## src/rtl/dac_frame_packer.sv

```systemverilog
// dac_frame_packer: packs 16-bit DMA samples into 256-bit DAC frames through a small frame FIFO.
// Optional underrun counter is built only when DAC_PACKER_UNDERRUN_CNT_EN is defined.
module dac_frame_packer #(
  parameter int SAMPLE_W   = 16,
  parameter int LANES      = 16,
  parameter int FIFO_DEPTH = 4
) (
  input  logic                          clk,
  input  logic                          rst,
  input  logic                          enable,
  input  logic [SAMPLE_W-1:0]           s_axis_tdata,
  input  logic                          s_axis_tvalid,
  input  logic                          s_axis_tlast,
  output logic                          s_axis_tready,
  output logic [SAMPLE_W*LANES-1:0]     m_axis_tdata,
  output logic                          m_axis_tvalid,
  input  logic                          m_axis_tready,
  output logic [31:0]                   underrun_count,
  output logic [$clog2(FIFO_DEPTH):0]   fifo_level
);
  localparam int FW = SAMPLE_W * LANES;
  localparam int AW = $clog2(FIFO_DEPTH);
  localparam int LW = AW + 1;
  localparam int IW = $clog2(LANES);
  localparam logic [LW-1:0] FULL      = LW'(FIFO_DEPTH);
  localparam logic [LW-1:0] PRIME_LVL = LW'(2);
  typedef enum logic [1:0] {OFF, PRIME, STREAM} state_t;
  state_t        state_q, state_d;
  logic [IW-1:0] lane_q, lane_d;
  logic [FW-1:0] part_q, part_d, frame_w, data_q, data_d;
  logic [FW-1:0] mem_q [FIFO_DEPTH];
  logic [AW-1:0] wr_q, rd_q;
  logic [LW-1:0] level_q, level_d;
  logic          rdy_q, vld_q, acc, push, pop;
  // a beat is taken only while running; a frame closes on the last lane or on tlast
  assign acc  = s_axis_tvalid & rdy_q & enable;
  assign push = acc & (s_axis_tlast | (lane_q == IW'(LANES-1)));
  assign pop  = enable & (state_q == STREAM) & m_axis_tready & (level_q != '0);
  assign s_axis_tready = rdy_q;
  assign m_axis_tvalid = vld_q;
  assign m_axis_tdata  = data_q;
  assign fifo_level    = level_q;
  // merge the incoming sample into its lane; unwritten lanes stay zero because the partial frame is cleared after each push
  always_comb begin
    for (int i = 0; i < LANES; i++)
      frame_w[i*SAMPLE_W +: SAMPLE_W] = (lane_q == IW'(i)) ? s_axis_tdata : part_q[i*SAMPLE_W +: SAMPLE_W];
  end
  // run-state sequencing: OFF on disable, prime until two frames are buffered, then stream
  always_comb begin
    state_d = state_q;
    if (!enable) state_d = OFF;
    else if (state_q == OFF) state_d = PRIME;
    else if (state_q == PRIME && level_d >= PRIME_LVL) state_d = STREAM;
  end
  // packing, FIFO occupancy and output-register next values; disable flushes everything
  always_comb begin
    lane_d  = (!enable || push) ? '0 : acc ? lane_q + 1'b1 : lane_q;
    part_d  = (!enable || push) ? '0 : acc ? frame_w : part_q;
    level_d = !enable ? '0 : level_q + LW'(push) - LW'(pop);
    data_d  = (!enable || state_q != STREAM) ? '0 : pop ? mem_q[rd_q] : m_axis_tready ? '0 : data_q;
  end
  // control and datapath state
  always_ff @(posedge clk or negedge rst) begin
    if (!rst) begin
      state_q <= OFF;
      lane_q  <= '0;
      part_q  <= '0;
      data_q  <= '0;
      wr_q    <= '0;
      rd_q    <= '0;
      level_q <= '0;
      rdy_q   <= 1'b0;
      vld_q   <= 1'b0;
    end else begin
      state_q <= state_d;
      lane_q  <= lane_d;
      part_q  <= part_d;
      data_q  <= data_d;
      wr_q    <= !enable ? '0 : push ? wr_q + 1'b1 : wr_q;
      rd_q    <= !enable ? '0 : pop ? rd_q + 1'b1 : rd_q;
      level_q <= level_d;
      rdy_q   <= enable & (level_d < FULL);
      vld_q   <= 1'b1;
    end
  end
  // frame storage needs no reset: occupancy is tracked by the pointers and level
  always_ff @(posedge clk) begin
    if (push) mem_q[wr_q] <= frame_w;
  end
`ifdef DAC_PACKER_UNDERRUN_CNT_EN
  logic        starve;
  logic [31:0] cnt_q, cnt_d;
  assign starve = enable & (state_q == STREAM) & m_axis_tready & (level_q == '0);
  // clear on the enable rising edge, saturating count of inserted zero frames
  always_comb begin
    cnt_d = (state_q == OFF && enable) ? '0 : (starve && ~&cnt_q) ? cnt_q + 32'd1 : cnt_q;
  end
  // underrun counter register
  always_ff @(posedge clk or negedge rst) begin
    if (!rst) cnt_q <= '0;
    else cnt_q <= cnt_d;
  end
  assign underrun_count = cnt_q;
`else
  assign underrun_count = '0;
`endif
endmodule

```

## config.mk

```make
export PLATFORM = sky130hd
export DESIGN_NAME = dac_frame_packer
export DESIGN_NICKNAME = d
export VERILOG_FILES = /design/src/rtl/dac_frame_packer.sv
export SDC_FILE = /design/constraint.sdc
export NUM_CORES = 2
export LEC_CHECK = 0
export CORE_ASPECT_RATIO = 2
export CORE_UTILIZATION = 56
export CTS_CLUSTER_DIAMETER = 80
export DETAILED_ROUTE_END_ITERATION = 12
export DONT_BUFFER_PORTS = 1
export HOLD_SLACK_MARGIN = 0.12
export PLACE_DENSITY = 0.71
export SYNTH_ARGS = -nofsm -noshare
export SYNTH_HDL_FRONTEND = slang
export SYNTH_SLANG_ARGS = --single-unit
export TNS_END_PERCENT = 1
```

## constraint.sdc

```tcl
create_clock -name clk -period 13.71 [get_ports clk]
set_clock_uncertainty 0.15 [all_clocks]
set_input_delay 2.0565 -clock clk [delete_from_list [all_inputs] [get_ports clk]]
set_output_delay 2.0565 -clock clk [all_outputs]
set_load 0.02 [all_outputs]
```

port_nets.png
Scale: 1 px per um.
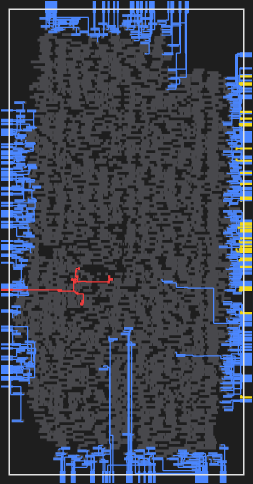
legend:
  red:
    port: `s_axis_tlast`
    bits: 1
    direction: input
    end_cells: 14
    wire: 170 um
  blue:
    port: `m_axis_tdata`
    bits: 256
    direction: output
    end_cells: 256
    wire: 8140 um
  yellow:
    port: `underrun_count`
    bits: 32
    direction: output
    end_cells: 32
    wire: 74.3 um

final_clocks.png
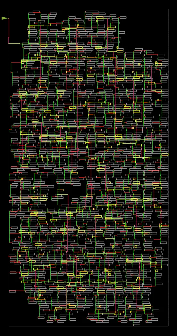
final-layout clock buffer total: 170
number of clock sinks: 1551

metal_stack.png
Scale: 1.5 px per um. Two of the layers only.
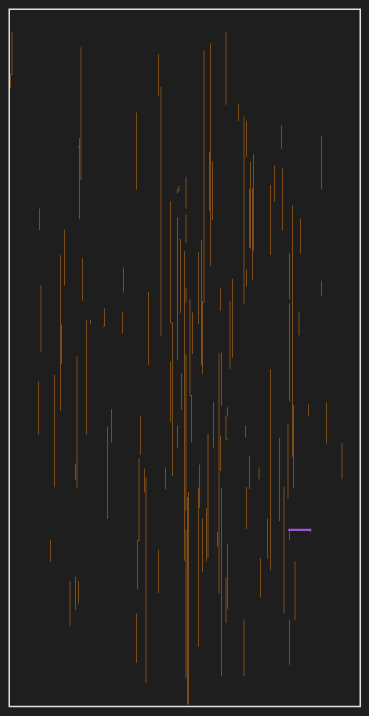
legend:
  orange:
    layer: met4
    wire_length: 5860 um
  purple:
    layer: met5
    wire_length: 13.8 um

## sequential cells by signal, summed over array words and instances, names as in the netlist
name,cells
mem_q,1024
rd_q,2
fifo_level,3
s_axis_tready,1
state_q,2
m_axis_tvalid,1
m_axis_tdata,256
part_q,256
lane_q,4
wr_q,2
## per-stage QoR
step | worst slack [ns] | cell area, um^2
2_1_floorplan | 4.35 | 59900
3_3_place_gp | 8.73 | 60500
3_5_place_dp | 8.62 | 60500
4_1_cts | 9.45 | 65000
5_1_grt | 9.24 | 65000
6_report | 9.26 | 65000
## per-layer routing
| layer | routed length, um | global-route usage, % |
|---|---|---|
| met5 | 13 | 0 |
| met4 | 5860 | 10.6 |
| met3 | 10700 | 5.37 |
| met2 | 68700 | 42.4 |
| met1 | 53400 | 35.9 |
## cells in the mapped netlist (6+ instances only)
library cell	instances	area, um^2
buf_2	108	541
and2_1	19	119
a22o_1	288	2520
nand2_1	31	116
buf_4	53	398
clkbuf_1	82	308
mux2_2	256	2880
and3_1	6	37.5
a21oi_1	9	45.0
dfrtp_1	527	13200
mux4_2	256	5770
inv_1	7	26.3
o2bb2ai_1	144	1260
ha_1	10	125
o31ai_4	10	213
edfxtp_1	1024	30700
nor2_1	6	22.5
a32o_1	64	641
buf_6	11	124
and3b_1	6	52.6
## kinds of logic (layout without fill, tap and decap cells)
logic type | Yosys count | count (layout) | synth area share, %
mux | 513 | 513 | 14.5
xor+xnor | 1 | 1 | 0.0377
simple gates | 104 | 104 | 1.20
fa+ha+maj | 11 | 11 | 0.243
compound gates | 535 | 535 | 8.07
buf+inv | 266 | 281 | 2.40
other cells | 2 | 36 | 0.0126
flops | 1551 | 1551 | 73.5
## power by group through the flow
stage / sequential (uW) / combinational [uW] / clock (uW)
CTS: 4980 / 104 / 3940
detailed placement: 5080 / 104 / 0
global placement: 5070 / 102 / 0
floorplan: 5080 / 89.7 / 0
global route: 4970 / 109 / 4110
finish: 4980 / 104 / 3880
## area by class of cell
type                    count  area share, %
diodes                      3         0.0115
clock buffers             170           5.59
clock inverters            75           1.31
inverters                   8         0.0462
multi-input cells        1197           22.4
flip-flops and latches   1551           67.6
well taps                1368           2.63
repair buffers             28          0.458
## path summary, 6_finish.rpt
path | from | end | slack (ns) | cells after the start
hold / removal | part_q[153]$_DFFE_PN0P_ | part_q[153]$_DFFE_PN0P_ | 0.34 | 1
setup reg to reg | lane_q[0]$_DFFE_PN0P_ | mem_q[3][10]$_DFFE_PP_ | 9.66 | 5
hold reg to reg | part_q[153]$_DFFE_PN0P_ | part_q[153]$_DFFE_PN0P_ | 0.34 | 1
max in group clk | m_axis_tready | state_q[0]$_DFFE_PN0P_ | 9.42 | 11
min in group asynchronous | rst | m_axis_tdata[106]$_DFFE_PN0P_ | 0.85 | 0
setup / recovery | rst | rd_q[1]$_DFFE_PN0P_ | 9.26 | 0
==> run summary <==
Notes on the flow outputs.

- Post-CTS repair changed the size of 0 cells.
- The HPWL after detailed placement is 78600 um.
- The proportion of layout cells with a drive suffix above 1 reads 26.1%.
- The run finished, with violations left.
- The number of DRC markers after the initial detailed-route iteration reads 2955.
- The kind of path behind the tightest hold check is flip-flop to flip-flop.
- The final max-slew violation count is 327.
- The full die area is 108000 um^2.
- The final report lists the setup-violating endpoint count as 0.
- The post-CTS setup buffer count is 0.
- The max-cap violation count reads 0.
- Post-synth the commonest register cell is edfxtp_1.
- The flow reported a cell area power density of 138 nW/um^2.
- Per the OpenROAD power report, leakage power amounts to 0.0241 uW.
- The total number of H-tree levels is 4.
- The placeable core area reads 106000 um^2.
- The sequential cell area is 43900 um^2.
- The total of fill cells in the finished design reads 7187.
- The checks that failed: max-slew violations.
- The report shows a maximum critical-path fanout of 527.
- RePlAce ended its routability-driven mode at a weighted congestion of 0.789.
- The relative slew slack is -139%.
- In the setup report, the worst path falls into the class input pin to async pin.
- The final non-filler cell total is 4400.
- The shortest period the worst path allows reads 4.45 ns.
- The worst hold slack after final layout is 0.337 ns.
- The share of the core filled by cells before placement is 56.4%.
- Before any placement, the netlist area is recorded as 59700 um^2.
- TritonRoute reported its final design rule violation total as 0.
- Entering global routing, the biggest net connects 528 pins.
- The highest clock rate this design can be run at is 225 MHz.
- The clock transition at the registers of the reported paths is 0.07 ns.
- The chip height reads 464 um.
- The warning total across the stage logs reads 68.
- The number of global-route vias before repair was 30400.
- The post-synthesis area per instance reads 20.0 um^2.
- The part of the Yosys area used for sequential elements reads 73.5%.
- The remaining global-route overflow reads 0.
- Per the TritonCTS log, the buffer count is 132.
- In the power breakdown, the internal column shows 7170 uW.
- The gate-level netlist out of Yosys references 53 unique cell types.
- Measured on the finished design, the core utilization comes to 61.4%.
- The synthesis-to-finish area growth is 8.82%.
- The die extent in x reads 233 um.
- The detailed router placed 28900 vias in this run.
- The summed negative setup slack over all endpoints reads 0 ns.
- The arrival time at the worst endpoint reads 3.84 ns.
- The number of hold violations in the final report is 0.
- The worst IR drop on VDD reads 0.129 mV.
- In the global route stage, overall resource usage came out at 26.5%.
- Counting tap cells, the placed design contains a total of 4152 instances.
- The number of antenna violations at the first check in global routing was 8.
- The flow reports that the clock network draws 43.3% of the design power.
- The register bit count reported by yosys is 1551.
- The portion of total power attributed to combinational logic reads 1.2%.
- The number of primary I/O pins is 315.
- Looking at the clock tree report, the maximum root-to-sink buffer count equals 3.
- Per the cell usage report, the commonest logic cell in the layout is edfxtp_1.
- The number of cells produced by synthesis reads 2983.
- The multi-input combinational cells in the finished layout cover a total of 14500 um^2.
- The number of detailed-routing iterations run before antenna repair is 7.
- The post-synthesis chip area from yosys is 59700 um^2.
- The kind of end point of the critical path reads an async pin.
- The clock tree from TritonCTS is built.
- The vias per cell is 6.57.
- At the end of the flow, the number of nets in the layout was 2951.
- The count of input and output buffers reads 0.
- Counting flops with an async set or reset pin after synthesis yields a share of 34.0%.
- The data required time at the worst endpoint reads 13.11 ns.
- Per the cell usage report, the commonest logic cells after layout are edfxtp_1 (1024), dfrtp_1 (525), a22o_1 (288), mux2_2 (256), mux4_2 (256).
- The count of hold buffers inserted by post-cts repair is 0.
- For this block, the routed nets add up to 139000 um of wire.
- The first global-routing pass estimated 208000 um of wire.
- The number of enable flip-flop cells reads 1024.
- The Yosys step of the flow raised 0 warnings.
- The portion of total power attributed to sequential cells is 55.6%.
- The total power consumption of the routed design is 8960 uW.
- The slew at the pin closest to its max-slew limit is 3.59 ns.
- The ratio of final minimum period to clock period is 32.4%.
- The remaining antenna violation count after routing is 0.
- In the final routed layout, each cell accounts on average for 31.5 um.
- The number of rows created at floorplan reads 169.
- The latest clock arrival within the worst-skew pair is 0.77 ns.
- Setup repair after global routing left no endpoint under its margin.
- The startpoint type of the worst setup path reads an input pin.
- The reported net switching power is 1780 uW.
- The clock root buffer is clkbuf_16.
- The number of cell instances after yosys synthesis is 2983.
- Switching power as a fraction of the total was reported as 19.9%.
Power is estimated from default activity; no workload was simulated.
